$ cat src/rtl/multi_counter_with_strobe.sv
// rtl/multi_counter_with_strobe.sv - bank of independent programmable tick counters with registered strobes
// Each channel counts enable ticks up to a loaded period and strobes one cycle after the terminal tick.
module multi_counter_with_strobe #(
  parameter int CHANNELS = 4,
  parameter int WIDTH    = 16,
  localparam int CH_BITS = (CHANNELS > 1) ? $clog2(CHANNELS) : 1
) (
  input  logic                clk,
  input  logic                rst,
  input  logic [CHANNELS-1:0] enable,
  input  logic                load_valid,
  output logic                load_ready,
  input  logic [CH_BITS-1:0]  load_ch,
  input  logic [WIDTH-1:0]    load_period,
  input  logic                load_oneshot,
  output logic [CHANNELS-1:0] strobe,
  output logic [CHANNELS-1:0] busy,
  output logic                strobe_any
);

  typedef enum logic {IDLE, RUN} ch_state_t;

  ch_state_t           state_q  [CHANNELS];
  ch_state_t           state_d  [CHANNELS];
  logic [WIDTH-1:0]    period_q [CHANNELS];
  logic [WIDTH-1:0]    period_d [CHANNELS];
  logic [WIDTH-1:0]    cnt_q    [CHANNELS];
  logic [WIDTH-1:0]    cnt_d    [CHANNELS];
  logic [CHANNELS-1:0] mode_q;
  logic [CHANNELS-1:0] mode_d;
  logic [CHANNELS-1:0] strobe_d;
  logic                ready_q1;
  logic                load_fire;

  assign load_fire = load_valid && load_ready;

  // A load to a channel takes priority over its tick in the same cycle.
  always_comb begin
    mode_d   = mode_q;
    strobe_d = '0;
    for (int i = 0; i < CHANNELS; i++) begin
      state_d[i]  = state_q[i];
      period_d[i] = period_q[i];
      cnt_d[i]    = cnt_q[i];
      if (load_fire && (load_ch == CH_BITS'(i))) begin
        cnt_d[i] = WIDTH'(1);
        if (load_period != '0) begin
          period_d[i] = load_period;
          mode_d[i]   = load_oneshot;
          state_d[i]  = RUN;
        end else begin
          state_d[i]  = IDLE;
        end
      end else if ((state_q[i] == RUN) && enable[i]) begin
        if (cnt_q[i] == period_q[i]) begin
          cnt_d[i]    = WIDTH'(1);
          strobe_d[i] = 1'b1;
          if (mode_q[i]) begin
            state_d[i] = IDLE;
          end
        end else begin
          cnt_d[i] = cnt_q[i] + WIDTH'(1);
        end
      end
    end
  end

  always_ff @(posedge clk) begin
    if (rst) begin
      for (int i = 0; i < CHANNELS; i++) begin
        state_q[i]  <= IDLE;
        period_q[i] <= '0;
        cnt_q[i]    <= WIDTH'(1);
      end
      mode_q     <= '0;
      strobe     <= '0;
      strobe_any <= 1'b0;
      ready_q1   <= 1'b0;
      load_ready <= 1'b0;
    end else begin
      for (int i = 0; i < CHANNELS; i++) begin
        state_q[i]  <= state_d[i];
        period_q[i] <= period_d[i];
        cnt_q[i]    <= cnt_d[i];
      end
      mode_q     <= mode_d;
      strobe     <= strobe_d;
      strobe_any <= |strobe_d;
      // Two-stage release keeps load_ready low for two cycles after reset.
      ready_q1   <= 1'b1;
      load_ready <= ready_q1;
    end
  end

  always_comb begin
    busy = '0;
    for (int i = 0; i < CHANNELS; i++) begin
      busy[i] = (state_q[i] == RUN);
    end
  end

endmodule

$ cat config.mk
export PLATFORM = sky130hd
export DESIGN_NAME = multi_counter_with_strobe
export DESIGN_NICKNAME = d
export VERILOG_FILES = /design/src/rtl/multi_counter_with_strobe.sv
export SDC_FILE = /design/constraint.sdc
export NUM_CORES = 1
export LEC_CHECK = 0
export CORE_MARGIN = 1.5
export CORE_UTILIZATION = 54
export CTS_CLUSTER_DIAMETER = 100
export CTS_CLUSTER_SIZE = 12
export DETAILED_ROUTE_END_ITERATION = 8
export GPL_TIMING_DRIVEN = 0
export PLACE_DENSITY = 0.75
export SLEW_MARGIN = 40
export SYNTH_ARGS = -nofsm -noshare
export SYNTH_HDL_FRONTEND = slang
export SYNTH_SLANG_ARGS = --single-unit
$ cat constraint.sdc
create_clock -name clk -period 1.9 [get_ports clk]
set_input_delay 0.38 -clock clk [delete_from_list [all_inputs] [get_ports clk]]
set_output_delay 0.38 -clock clk [all_outputs]
set_load 0.05 [all_outputs]
==> run_1/placement_by_type.png <==
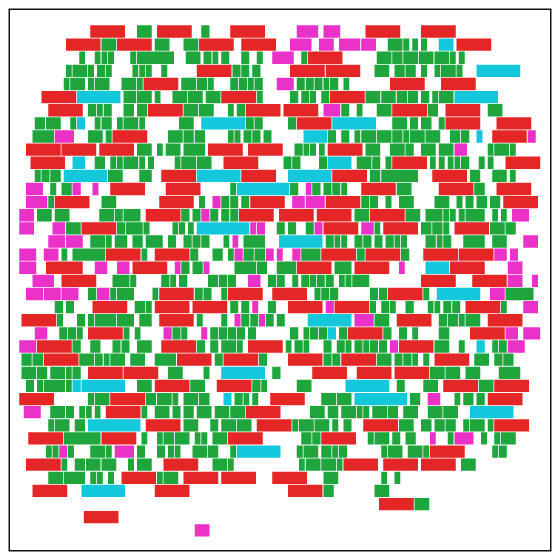
Key: remaining buffers and delay cells = magenta [cells 78]; sequential cells = red [cells 143]; clock drivers and dummy loads = cyan [cells 32]; combinational and other logic = green [cells 564]
Rows: 39
CORE AREA: 11500 µm²
final instance area: 7660 µm²

==> run_1/flops_by_reg.png <==
Scale bar: 20 µm. Other sequential cells in the stronger grey, the rest of the logic in the fainter grey.
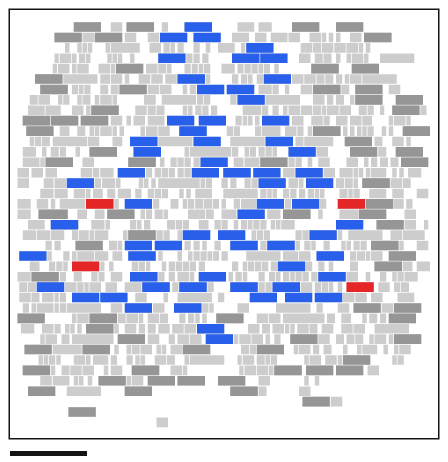
Key: `state_q` = red [flops 4]; `period_q` = blue [flops 64]
fin util: 66.8%
P_seq: 3.05 mW

==> run summary, run 1 <==
CTS Buffer Depth: 2
Clock Latency Late Sink: 0.43 ns
dominant class by area: logic gates
yosys cell count: 747
Post-Synthesis Cells: 747
r2r endpoint: cnt_q[0][15]$_SDFFE_PP0N_
ratio of cells with drive above 1 in the final layout: 10.3%
Clock Sinks: 143
Antenna Nets Post-Route: 0
top cells, area: dfxtp_1 (45%), xnor2_1 (8.9%), xor2_1 (8.1%), nand3_1 (6.3%), nand2_1 (5.8%)
drt first-iter violations: 520
outcome: complete, no violations
Tmin final: 1.84 ns
Final Wtd Congestion: 0.852
Tot Pwr: 6.89 mW
Non-CTS buffers: 78
buffering overhead: 7.84%
Synth-to-Final Area Change: 19.6%
final setup margin: 0.0551 ns
number of vias per cell: 5.62
metal2 WL: 7320 µm
CP max stage delay: 0.48 ns
Ys Warns: 0
largest net degree at the start of global routing: 17
Post-synth regs: 143
final-report setup violation count: 0
logic share of the area: 43.8%
DP Area: 6920 µm²
WS Path Type: register to primary output
# diodes: 1
Critical Path RT: 1.52 ns
Tapcells: 143
Syn Std Cell Area: 6400 µm²
hold_buf cts: 0
Flop area: 2860 µm²
vias in the first global route: 5173
worst slew pin tran: 0.589 ns
Post-Syn Area per Cell: 8.57 µm²
Synthesized Nets: 777
yosys xor share: 17.0%
met1 WL: 6770 µm
Seq area share: 37.4%
Placed Cells: 924
==> run_1/metal_density.png <==
Scale bar: 20 µm. 22 x 22 tiles, from dark blue (low) to red (high), scaled to the fullest tile. Values are wire area over tile area, all layers added.
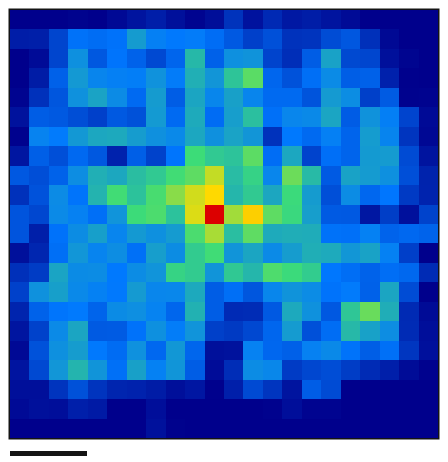
The densest ninth of the die: middle. The mean over all tiles is 0.20. 5.0% of the tiles are over half the peak. The fullest tile reaches 0.92. 15% of the tiles are nearly empty.
final WL: 15400 µm
via count: 5403
GRT Util Overall: 25.2%
Wirelength per Cell: 16.0 µm

-- run 1: worst max-delay path, delay by kind of cell (launching register included) --
family                 cells  cell delay (ns)
buffers and inverters      2             0.62
flip-flops                 1             0.42
-- run 1: Yosys cell counts (2+ instances only) --
| cell type | number |
|---|---|
| a311o_1 | 2 |
| buf_1 | 3 |
| dfxtp_1 | 143 |
| buf_4 | 6 |
| nor4_1 | 11 |
| and3_1 | 14 |
| mux2i_1 | 4 |
| or2_2 | 2 |
| clkbuf_1 | 14 |
| nor3b_1 | 2 |
| inv_1 | 7 |
| xor2_1 | 59 |
| nand2_1 | 99 |
| and4_1 | 6 |
| and2_1 | 4 |
| ha_1 | 4 |
| nand3_1 | 80 |
| o22ai_1 | 2 |
| nand2b_1 | 5 |
| nand4_1 | 24 |
| buf_2 | 10 |
| nor3_1 | 9 |
| clkbuf_2 | 2 |
| nor4_2 | 2 |
| a21oi_1 | 68 |
| nand2_4 | 2 |
| a22oi_1 | 2 |
| buf_6 | 5 |
| xnor2_1 | 65 |
| nor2_1 | 79 |
| nand2_2 | 2 |
-- run 1: per-layer routing --
layer,vias to the layer above,GRT usage (%)
met5,-,0
met4,0,8.35
met3,37,6.80
met2,194,40.7
met1,2534,32.8
li1,2638,-
-- run 1: report_power, final --
part           total, mW  switching, mW  leakage [nW]  internal, mW
clock               3.55           1.26         0.313          2.29
combinational      0.292          0.180          1.41         0.112
sequential          3.05         0.0215          1.15          3.02
-- run 1: sequential cells by signal, summed over array words and instances, names as in the netlist --
register / count
load_ready: 1
state_q: 4
ready_q1: 1
mode_q: 4
period_q: 64
cnt_q: 64
strobe: 4
strobe_any: 1
==> run_1/congestion.png <==
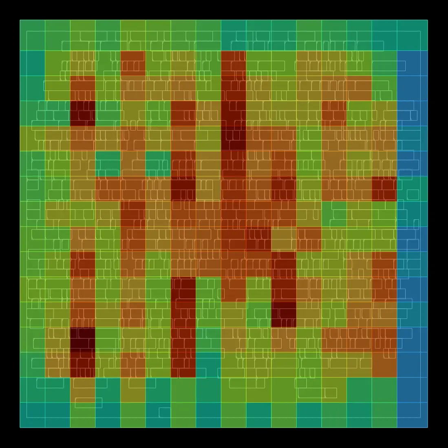

==> run 2, diff against run 1 <==
clock period = 2.1 ns   (was 1.9 ns; I/O delays follow)
==> run_2/congestion.png <==
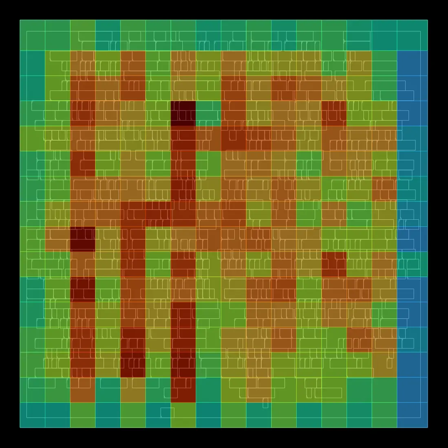
met3 Usage GRT: 5.82%
Wirelength per Cell: 15.7 µm
met2 track demand over resource: 39.8%

==> run 2 against run 1 <==
Critical path depth increased by 5; highest routed layer unchanged; synthesized cell count unchanged; via count decreased by 0.50%; first-iteration DRC count decreased by 26%; core utilization decreased by 0.99 points; die size unchanged; largest cell class unchanged.
==> run summary, run 2 <==
CP max stage delay: 0.60 ns (+0.12 ns)
Antenna Nets Post-Route: 0 (unchanged)
met1 Track Usage GR: 32.0% (-0.85 points)
clock share of power: 50.7% (-0.8 points)
drt first-iter violations: 387 (-26%)
yosys cell count: 747 (unchanged)
Sequential Power Share: 45.0% (+0.8 points)
Synthesized Nets: 777 (unchanged)
Synth-to-Final Area Change: 17.8%
Critical Path RT: 2.39 ns (+0.87 ns)
final WL: 15000 µm (-2.6%)
outcome: complete, no violations
yosys xor share: 17.0% (unchanged)
met1 WL: 6780 µm (+0.12%)
largest net degree at the start of global routing: 17 (unchanged)
DP Area: 6920 µm² (about the same)
metal2 WL: 6840 µm (-6.6%)
worst path bufs/invs: 3 (+1)
vias in the first global route: 5045 (-2.5%)
# diodes: 0 (-1)
commonest cells in the netlist: dfxtp_1 (143), nand2_1 (99), nand3_1 (80)
final instance area: 7540 µm² (-1.5%)
Post-Synthesis Cells: 747 (unchanged)
final setup margin: 0.0428 ns (-0.0123 ns)
Synth top cell by count: dfxtp_1
Clock Latency Late Sink: 0.43 ns (about the same)
Syn Std Cell Area: 6400 µm² (unchanged)
Tot Pwr: 6.12 mW (-11%)
Post-Syn Area per Cell: 8.57 µm² (unchanged)
Rows: 39 (unchanged)
fin util: 65.8% (-0.99 points)
net switching power: 1.26 mW (-14%)
Ys Warns: 0 (unchanged)
==> run_2/metal_density.png <==
Scale bar: 20 µm. 22 x 22 tiles, from dark blue (low) to red (high), scaled to the fullest tile. Values are wire area over tile area, all layers added.
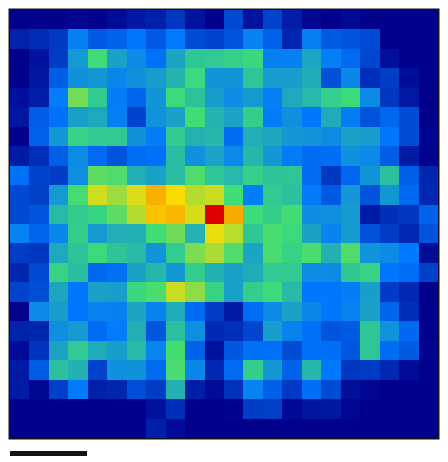
8.1% of the tiles are over half the peak. The emptiest ninth of the die: bottom right. The fullest tile reaches 0.77. 15% of the tiles are nearly empty. The densest ninth of the die: middle. The mean over all tiles is 0.20.

run 2: cell counts after synthesis:
No cell type changed its count.
run 2: kinds of logic after synthesis:
kind of cell               Yosys count
and+or+nand+nor                    346
adders and majority gates            4
AOI/OAI and AO/OA                   79
DFF                                143
xor gates and xnor gates           124
muxes                                4
buffers and inverters               47
run 2: timing repair:
| action | CTS | global route |
|---|---|---|
| hold buffers | 0 | 0 |
| gates resized | 4 | 3 |
| setup endpoints to repair | 4 | 17 |
| pin swaps | 0 | 1 |
| hold endpoints to repair | 0 | 0 |
run 2: path summary, 6_finish.rpt:
path                                  to  slack (ns)  cells after the start
max          period_q[1][8]$_SDFFE_PP0P_        0.04                      7
min          period_q[1][5]$_SDFFE_PP0P_        0.44                      3
max reg2reg    cnt_q[1][10]$_SDFFE_PP0N_        0.15                      6
min reg2reg  period_q[1][4]$_SDFFE_PP0P_        0.47                      2
run 2: final cells by class:
type                            instances  area (µm²)  area share, %
Buffer                                 40         225           2.99
Inverter                                7        26.3          0.348
Clock buffer                           27         513           6.80
Sequential cell                       143        2860           38.0
Tap cell                              143         179           2.37
Multi-Input combinational cell        557        3300           43.7
Timing Repair Buffer                   34         340           4.51
Clock inverter                          5         100           1.33
run 2: worst register-to-register path, cell delays in order, from the launching register on:
cell,delay [ns]
dfxtp_1,0.45
xnor2_1,0.17
nand4_1,0.13
nor4_1,0.50
a21bo_1,0.32
buf_4,0.22
nor2_1,0.06
run 2: power groups by stage:
| stage | Sequential, mW | Combinational (mW) | Clock (mW) |
|---|---|---|---|
| global route | 2.76 | 0.275 | 3.26 |
| CTS | 2.76 | 0.255 | 3.15 |
| detailed placement | 2.81 | 0.254 | 0 |
| floorplan | 2.81 | 0.130 | 0 |
| finish | 2.76 | 0.260 | 3.11 |
| global placement | 2.81 | 0.249 | 0 |
Power is estimated from default activity; no workload was simulated.
